==> config.mk <==
export PLATFORM = sky130hd
export DESIGN_NAME = bp_table_ctrl
export DESIGN_NICKNAME = d
export VERILOG_FILES = /design/src/rtl/bp_pkg.sv /design/src/rtl/bp_upd_fifo.sv /design/src/rtl/bp_table_ctrl.sv
export SDC_FILE = /design/constraint.sdc
export NUM_CORES = 1
export LEC_CHECK = 0
export CAP_MARGIN = 20
export CORE_MARGIN = 2
export CORE_UTILIZATION = 50
export CTS_CLUSTER_DIAMETER = 60
export DETAILED_ROUTE_END_ITERATION = 6
export PLACE_DENSITY = 0.73
export SLEW_MARGIN = 5
export SYNTH_ARGS = -nofsm -noshare
export SYNTH_HDL_FRONTEND = slang
export SYNTH_SLANG_ARGS = --single-unit
==> constraint.sdc <==
create_clock -name cpu_clk -period 5.82 [get_ports cpu_clk]
set_input_delay 0.582 -clock cpu_clk [delete_from_list [all_inputs] [get_ports cpu_clk]]
set_output_delay 0.582 -clock cpu_clk [all_outputs]
set_load 0.1 [all_outputs]
run_1/final_congestion.png
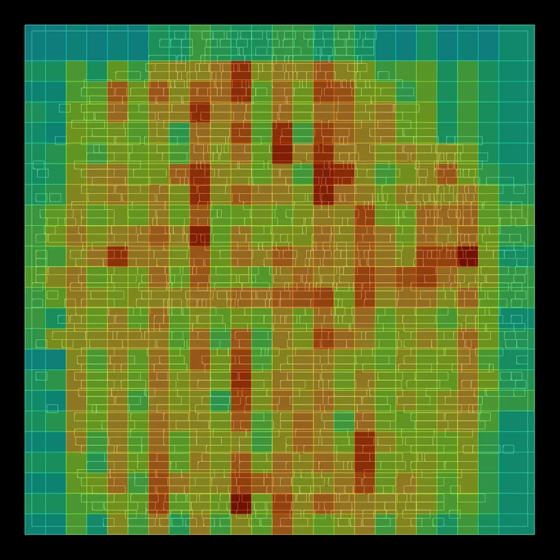
met3 GRT Util: 3.84%
GRT busiest layer: met2
grt met2 use: 32.4%
met1 global-route usage: 26.7%
drt wl/cell: 21.0 um

run_1/met3.png
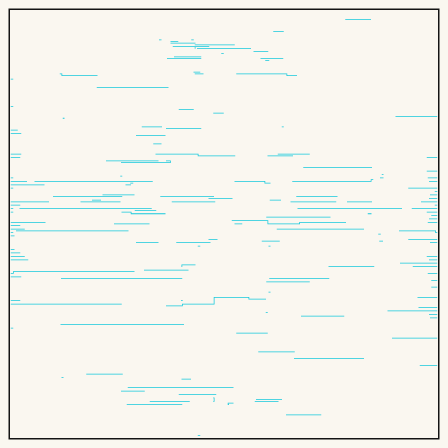
longest straight run	52.4 um
main direction	horizontal
nets with wire on the layer	107
wire length on this layer	1,800 um
WL final: 27,500 um
via count: 7,506

run_1/met2.png
Cells faint in the background.
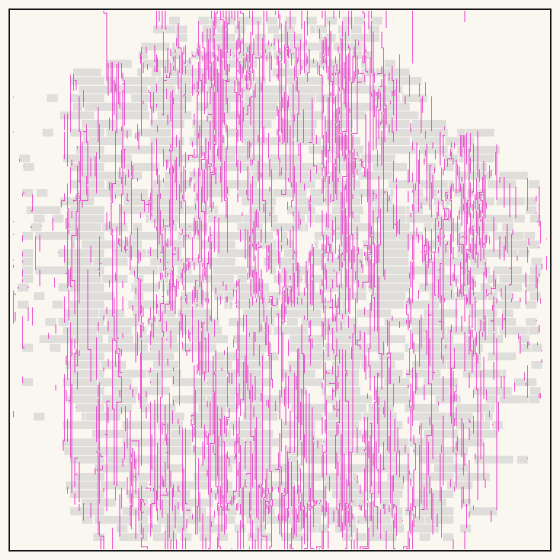
wire length on this layer	13,800 um
share of all routed wire	50%
main direction	vertical
longest straight run	56.4 um
nets with wire on the layer	870

run_1/met1.png
The bar under the picture is 50 um long. Supply wires on this layer in grey.
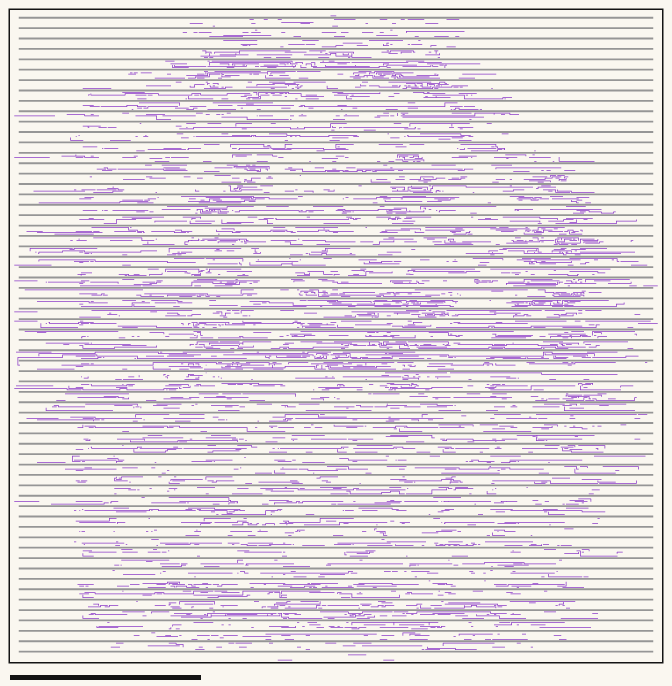
wire length on this layer	11,400 um
main direction	horizontal
share of all routed wire	41%
nets with wire on the layer	893

==> deck_impl_summary.md, run 1 <==
Key Metrics from the Run

Status
  – Outcome: finished clean

Die
  – Std-Cell Rows: a little over 60
  – Core ar.: roughly 0.028 mm2
  – Die Width: roughly 170 um
  – Floorplan core density: 50.4%
  – # Taps: roughly 380

Power and ir drop
  – P_seq: between 0.002 and 0.003 W
  – P per Cell Area: 318 mW/mm2
  – Top power group: sequential cells
  – Power Total: ~0.0054 W
  – Max rail drop VDD: approximately 160 uV
  – Clk pwr share: 43.5%
  – Internal power: between 0.004 and 0.005 W

CTS
  – Skew-Pair Late Insertion Delay: 520 ps
  – Count of cells resized by post-cts repair: 0
  – Root Driver: clkbuf_16
  – Cts hold-fix bufs: 0
  – CTS tree: done
  – Post-CTS setup buffer count: 0
  – H-tree Lvls: 2
  – Clock transition at path regs: 60 ps

Placement
  – Post-DP HPWL: 15,900 um

Final timing
  – Final worst path period share: between 50% and 60%
  – Final Setup Violations: 0
  – Hold slack: about 500 ps

Finish
  – Most frequent logic cell in the layout: edfxtp_1
  – Antenna Cells: 0
  – Buffers, non-clock: 154
  – Inverter count: 10
  – Reg area: between 0.01 and 0.015 mm2
  – Leading cell kind: registers

Global route
  – Vias in the first global route: 7,602

Yosys
  – Post-synth top cells: edfxtp_1, dfrtp_1, nand2_1
  – Flops & latches, synth: around 350
  – Largest family of logic cells by area: multiplexers
  – Synth area leader: edfxtp_1
  – Yosys xor share: less than 1%
  – Synth warn: 0
  – AO/OA Area Share: approximately 8.5%
  – Yosys cell count: 764
  – Post-synth EDFFs: 260

Setup path
  – Critical Path AT: around 3200 ps
  – CP delay by family, top: simple AND/OR/NAND/NOR gates
  – Crit start category: flop

Detailed routing
  – Vias per std cell: between 5 and 6
  – Final ANT Viol Nets: 0
==> inputs of run 2 (changes only) <==
==> constraint.sdc (replaced) <==
create_clock -name cpu_clk -period 2.85 [get_ports cpu_clk]
set_input_delay 0.285 -clock cpu_clk [delete_from_list [all_inputs] [get_ports cpu_clk]]
set_output_delay 0.285 -clock cpu_clk [all_outputs]
set_load 0.1 [all_outputs]
run_2/met1.png
The bar under the picture is 50 um long. Supply wires on this layer in grey.
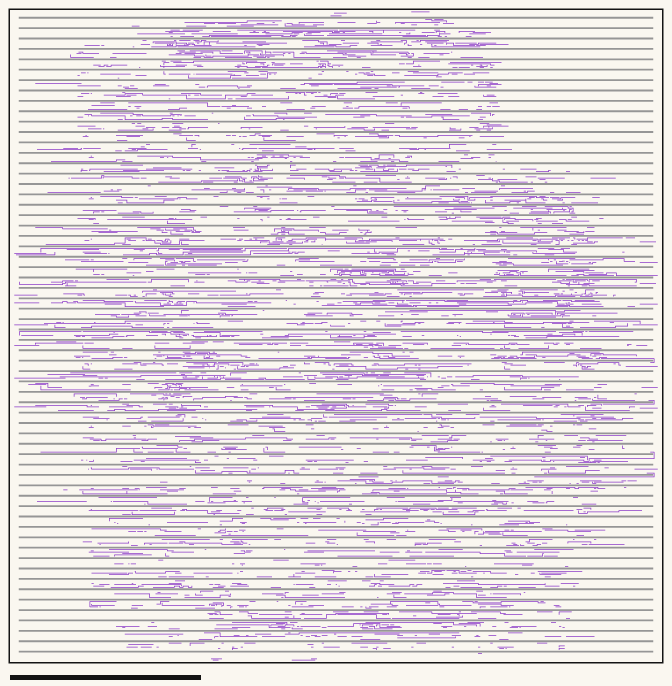
wire length on this layer	11,800 um
longest straight run	41.9 um
main direction	horizontal
WL final: 28,600 um
met1 global-route usage: 27.1%
via count: 7,691

==> deck_impl_summary.md, run 2 <==
Key Metrics from the Run

CTS
  – Root Driver: clkbuf_16 (unchanged)
  – Count of cells resized by post-cts repair: 0 (unchanged)
  – Post-CTS setup buffer count: 0 (unchanged)
  – Clock transition at path regs: 60 ps (about the same)
  – H-tree Lvls: 2 (unchanged)
  – Cts hold-fix bufs: 0 (unchanged)
  – Skew-Pair Late Insertion Delay: 510 ps (was 520 ps)

Power and ir drop
  – Clk pwr share: 40.4% (was 43.5%)
  – Power Total: 0.0105 W (was 0.00538 W)
  – Max rail drop VDD: 322 uV (was 164 uV)
  – Internal power: 0.00828 W (was 0.00428 W)
  – P per Cell Area: 623 mW/mm2 (was 318 mW/mm2)
  – Top power group: sequential cells (unchanged)
  – P_seq: 0.00570 W (was 0.00280 W)

Worst hold path
  – Hold crit path type: input pin to async pin (was flop to flop)

Setup path
  – Critical Path AT: 2530 ps (was 3230 ps)
  – Crit start category: flop (unchanged)
  – CP delay by family, top: buffers and inverters (was simple AND/OR/NAND/NOR gates)

Die
  – Std-Cell Rows: 61 (unchanged)
  – Floorplan core density: 50.4% (unchanged)
  – Die Width: 171 um (unchanged)
  – # Taps: 378 (unchanged)

Finish
  – Leading cell kind: registers (unchanged)
  – Antenna Cells: 1 (was 0)
  – Inverter count: 10 (unchanged)
  – Buffers, non-clock: 173 (was 154)
  – Most frequent logic cell in the layout: edfxtp_1 (unchanged)

Final timing
  – Final worst path period share: 76.9% (was 53.2%)

Yosys
  – Synth area leader: edfxtp_1 (unchanged)
  – Synth warn: 0 (unchanged)
  – Yosys xor share: 0.901% (unchanged)
  – Flops & latches, synth: 354 (unchanged)
  – Post-synth top cells: edfxtp_1, dfrtp_1, nand2_1 (unchanged)
  – Post-synth EDFFs: 260 (unchanged)
  – AO/OA Area Share: 8.49% (unchanged)
  – Largest family of logic cells by area: multiplexers (unchanged)

Global route
  – Vias in the first global route: 7,867 (was 7,602)
  – Met3 GRT Util: 3.28% (was 3.84%)
  – GRT busiest layer: met2 (unchanged)
  – Grt met2 use: 34.1% (was 32.4%)

Status
  – Outcome: finished clean (unchanged)

Detailed routing
  – Vias per std cell: 5.81 (was 5.74)
  – Final ANT Viol Nets: 0 (unchanged)

Flow run
  – Max-cap violations: 0 (unchanged)
run_2/met4.png
The bar under the picture is 50 um long. Supply wires on this layer in grey.
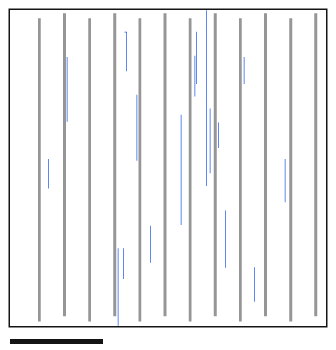
share of all routed wire	1.8%
longest straight run	94.5 um

Power figures rest on the tool's default switching activity, not on a simulated workload.
